--- config.mk ---
export PLATFORM = sky130hd
export DESIGN_NAME = dcache_ctrl
export DESIGN_NICKNAME = d
export VERILOG_FILES = /design/src/rtl/dcache_ctrl.sv
export SDC_FILE = /design/constraint.sdc
export NUM_CORES = 2
export LEC_CHECK = 0
export CAP_MARGIN = 15
export CORE_MARGIN = 1
export CORE_UTILIZATION = 56
export CTS_CLUSTER_SIZE = 14
export DETAILED_ROUTE_END_ITERATION = 10
export PLACE_DENSITY = 0.75
export SLEW_MARGIN = 20
export SYNTH_ARGS = -nofsm -noshare
export SYNTH_HDL_FRONTEND = slang
export SYNTH_SLANG_ARGS = --single-unit
--- constraint.sdc ---
create_clock -name clk -period 6.4 [get_ports clk]
set_clock_uncertainty 0.05 [all_clocks]
set_input_delay 1.28 -clock clk [delete_from_list [all_inputs] [get_ports clk]]
set_output_delay 1.28 -clock clk [all_outputs]
set_load 0.02 [all_outputs]
--- src/rtl/dcache_ctrl.sv ---
// dcache_ctrl: direct-mapped, write-through, no-write-allocate L1 data cache.
// Each line holds one 32-bit word. The cache sits between the MEM stage and
// the data memory / MMIO bus. Accesses to the MMIO region bypass the cache.
//
// Ports
//   clk, rst        clock; synchronous active-high reset
//   cpu_req         MEM-stage access valid (held stable while dcache_stall=1)
//   cpu_we          1 = store, 0 = load
//   cpu_addr        byte address; bits [1:0] are ignored
//   cpu_wdata       store data
//   cpu_wmask       store byte enables
//   cpu_rdata       load data, valid when cpu_req & !cpu_we & !dcache_stall
//   dcache_stall    freeze the pipeline this cycle
//   mem_req         bus request, held until mem_ack
//   mem_we          bus write
//   mem_addr        word-aligned bus address
//   mem_wdata       bus write data
//   mem_wmask       bus byte enables
//   mem_ack         one-cycle completion pulse; mem_rdata is valid with it
//   mem_rdata       bus read data
//   perf_hit        saturating count of cached load hits
//   perf_miss       saturating count of cached load misses
module dcache_ctrl #(
  parameter int          ADDR_W   = 32,
  parameter int          DATA_W   = 32,
  parameter int          INDEX_W  = 6,
  parameter logic [3:0]  MMIO_TAG = 4'hF
) (
  input  logic              clk,
  input  logic              rst,
  input  logic              cpu_req,
  input  logic              cpu_we,
  input  logic [ADDR_W-1:0] cpu_addr,
  input  logic [DATA_W-1:0] cpu_wdata,
  input  logic [3:0]        cpu_wmask,
  output logic [DATA_W-1:0] cpu_rdata,
  output logic              dcache_stall,
  output logic              mem_req,
  output logic              mem_we,
  output logic [ADDR_W-1:0] mem_addr,
  output logic [DATA_W-1:0] mem_wdata,
  output logic [3:0]        mem_wmask,
  input  logic              mem_ack,
  input  logic [DATA_W-1:0] mem_rdata,
  output logic [31:0]       perf_hit,
  output logic [31:0]       perf_miss
);

  localparam int LINES = 1 << INDEX_W;
  localparam int TAG_W = ADDR_W - INDEX_W - 2;

  typedef enum logic [2:0] {
    IDLE,
    RD_MISS,
    WR_THRU,
    BYPASS_RD,
    RESP
  } state_e;

  function automatic logic [31:0] sat_inc(input logic [31:0] v);
    return (v == 32'hFFFF_FFFF) ? v : v + 32'd1;
  endfunction

  function automatic logic [DATA_W-1:0] merge_bytes(input logic [DATA_W-1:0] old_w,
                                                    input logic [DATA_W-1:0] new_w,
                                                    input logic [3:0]        mask);
    logic [DATA_W-1:0] r;
    r = old_w;
    for (int b = 0; b < 4; b++) begin
      if (mask[b]) r[b*8 +: 8] = new_w[b*8 +: 8];
    end
    return r;
  endfunction

  // Storage: data and tags are never reset; valid bits gate every use of them.
  logic [DATA_W-1:0] data_mem [LINES];
  logic [TAG_W-1:0]  tag_mem  [LINES];
  logic [LINES-1:0]  valid_q;

  state_e            state_q;
  logic [ADDR_W-1:0] addr_q;
  logic [DATA_W-1:0] wdata_q;
  logic [3:0]        wmask_q;
  logic              unc_q;
  logic [DATA_W-1:0] rdata_q;
  logic [31:0]       perf_hit_q;
  logic [31:0]       perf_miss_q;

  // Lookup of the incoming request (used in IDLE)
  logic [INDEX_W-1:0] req_idx;
  logic [TAG_W-1:0]   req_tag;
  logic               req_unc;
  logic               req_hit;
  logic               load_hit;
  logic               need_bus;

  // Lookup of the latched request (used when a store completes)
  logic [INDEX_W-1:0] lat_idx;
  logic [TAG_W-1:0]   lat_tag;
  logic               lat_hit;

  assign req_idx  = cpu_addr[INDEX_W+1:2];
  assign req_tag  = cpu_addr[ADDR_W-1:INDEX_W+2];
  assign req_unc  = (cpu_addr[ADDR_W-1:ADDR_W-4] == MMIO_TAG);
  assign req_hit  = !req_unc && valid_q[req_idx] && (tag_mem[req_idx] == req_tag);
  assign load_hit = (state_q == IDLE) && cpu_req && !cpu_we && req_hit;
  assign need_bus = cpu_req && (cpu_we || !req_hit);

  assign lat_idx = addr_q[INDEX_W+1:2];
  assign lat_tag = addr_q[ADDR_W-1:INDEX_W+2];
  assign lat_hit = !unc_q && valid_q[lat_idx] && (tag_mem[lat_idx] == lat_tag);

  // Hits return straight from the array; everything else returns the captured word.
  assign cpu_rdata = load_hit ? data_mem[req_idx] : rdata_q;

  always_comb begin
    dcache_stall = 1'b0;
    case (state_q)
      IDLE:                       dcache_stall = need_bus;
      RD_MISS, WR_THRU, BYPASS_RD: dcache_stall = cpu_req;
      default:                    dcache_stall = 1'b0;
    endcase
  end

  // Bus side is decoded from the state register and the latched request only.
  assign mem_req   = (state_q == RD_MISS) || (state_q == WR_THRU) || (state_q == BYPASS_RD);
  assign mem_we    = (state_q == WR_THRU);
  assign mem_addr  = addr_q;
  assign mem_wdata = wdata_q;
  assign mem_wmask = (state_q == WR_THRU) ? wmask_q : 4'b0000;

  assign perf_hit  = perf_hit_q;
  assign perf_miss = perf_miss_q;

  always_ff @(posedge clk) begin
    if (rst) begin
      state_q     <= IDLE;
      valid_q     <= '0;
      addr_q      <= '0;
      wdata_q     <= '0;
      wmask_q     <= '0;
      unc_q       <= 1'b0;
      rdata_q     <= '0;
      perf_hit_q  <= '0;
      perf_miss_q <= '0;
    end else begin
      case (state_q)
        IDLE: begin
          if (cpu_req) begin
            if (need_bus) begin
              addr_q  <= cpu_addr & ~ADDR_W'(3);
              wdata_q <= cpu_wdata;
              wmask_q <= cpu_wmask;
              unc_q   <= req_unc;
            end
            if (cpu_we) begin
              state_q <= WR_THRU;
            end else if (req_unc) begin
              state_q <= BYPASS_RD;
            end else if (req_hit) begin
              perf_hit_q <= sat_inc(perf_hit_q);
            end else begin
              perf_miss_q <= sat_inc(perf_miss_q);
              state_q     <= RD_MISS;
            end
          end
        end
        RD_MISS: begin
          if (mem_ack) begin
            data_mem[lat_idx] <= mem_rdata;
            tag_mem[lat_idx]  <= lat_tag;
            valid_q[lat_idx]  <= 1'b1;
            rdata_q           <= mem_rdata;
            state_q           <= RESP;
          end
        end
        BYPASS_RD: begin
          if (mem_ack) begin
            rdata_q <= mem_rdata;
            state_q <= RESP;
          end
        end
        WR_THRU: begin
          if (mem_ack) begin
            // Write-through: only an already-present line is updated, never allocated.
            if (lat_hit) data_mem[lat_idx] <= merge_bytes(data_mem[lat_idx], wdata_q, wmask_q);
            state_q <= RESP;
          end
        end
        RESP: state_q <= IDLE;
        default: state_q <= IDLE;
      endcase
    end
  end

endmodule

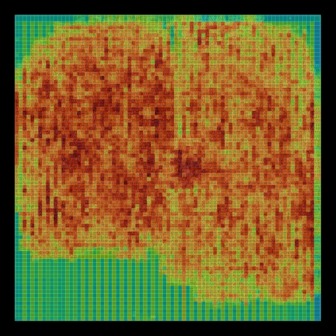
**Above:** routing congestion.
drt wl/cell: 39.58 um
met2 usage: 0.5439

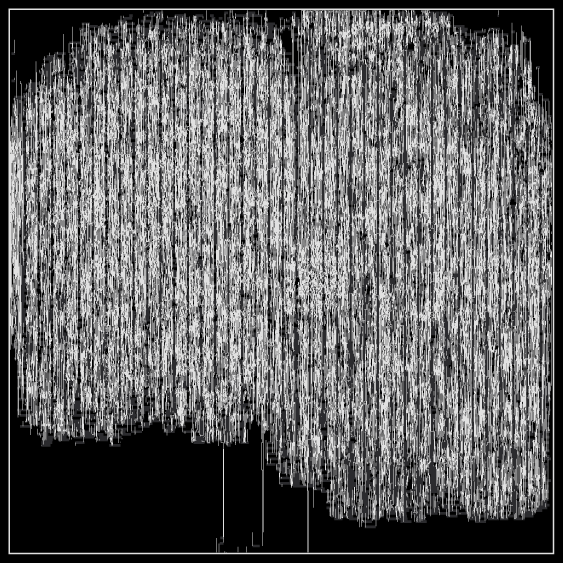
**Above:** signal wires on met2.
(1 px per um)
wire length on this layer	243 mm
main direction	vertical
share of all routed wire	45%
longest straight run	198 um
nets with wire on the layer	8803

==> metrics.cfg <==
[floorplanning]
fp.coreArea_sq_um = 290800
num_rows = 198
initial_core_util = 0.5631
io_pins = 272

[pwr]
switching_power_mw = 12.46
clock_power_share = 0.414
ir_drop_v = 0.0002781
p_int_mw = 42.02
swShare = 0.2287

[timing]
worstMarginPinSlew_ns = 1.292
final-setup-viol-count = 32
setup_ws_ns = -0.4301
whs_ns = 0.4120
min_period_ns = 6.830
rsz0062_at_grt = true
finalCritPeriodShare = 1.067

[final_layout]
postLayoutCoreUtil = 0.6546
layout_top_cells = edfxtp_1, mux4_2, buf_4
design_area_sq_um = 190400

[synthesis]
ys_cells = 8303
most_common_cell = edfxtp_1
mux_share = 0.2289
ys_types = 90
simple_gate_share = 0.03699

[placement]
gp_congestion = 0.9395
dp_cells = 12750
port_buffers = 267
dpl_worst_slack_ns = -1.486
hpwl_um = 321900

[outcome]
run_status = complete, but fails checks
violations = setup timing

[grt]
track_usage = 0.3624

[clock_network]
clockBufferDepth = 4
cts_tree = done
numClockSinks = 3820
cts_root_buf = clkbuf_16
clk_latency_ns = 0.94
hold_buffers = 0

[routing]
wl_um = 535900
firstDrtPassIters = 7
postRouteAntennaNets = 0

[critical_path]
r2r_slack_ns = 0.07
worstSetupStartpointType = primary input
path_buffers = 10
max_stage_delay_ns = 0.52
critical-path-top-delay-family = buffers and inverters

[flow_run]
warnings = 43
cap_violations = 0

[worst_hold_path]
hold_end = rdata_q[13]

## what timing repair did
item / CTS / global route
setup buffers: 34 / 14
gates resized: 234 / 74
cloned: 14 / 2
pin swaps: 30 / 19
endpoints found under the setup margin: 33 / 32
hold endpoints to repair: 0 / 0
## cell type report
| cell class | count | area, sq um |
|---|---|---|
| multi-input cells | 3839 | 48630 |
| flip-flops and latches | 3820 | 112400 |
| clock inverters | 219 | 2140 |
| inverters | 76 | 297.8 |
| repair buffers | 1178 | 11680 |
| well taps | 3900 | 4880 |
| diodes | 32 | 80.08 |
| clock buffers | 477 | 10270 |
| fillers | 18470 | 100500 |
## routing by layer
layer / GRT usage / wire [um]
met5: 0.002466 / 355
met4: 0.2280 / 40240
met3: 0.1162 / 78970
met2: 0.5439 / 243300
met1: 0.4601 / 173100
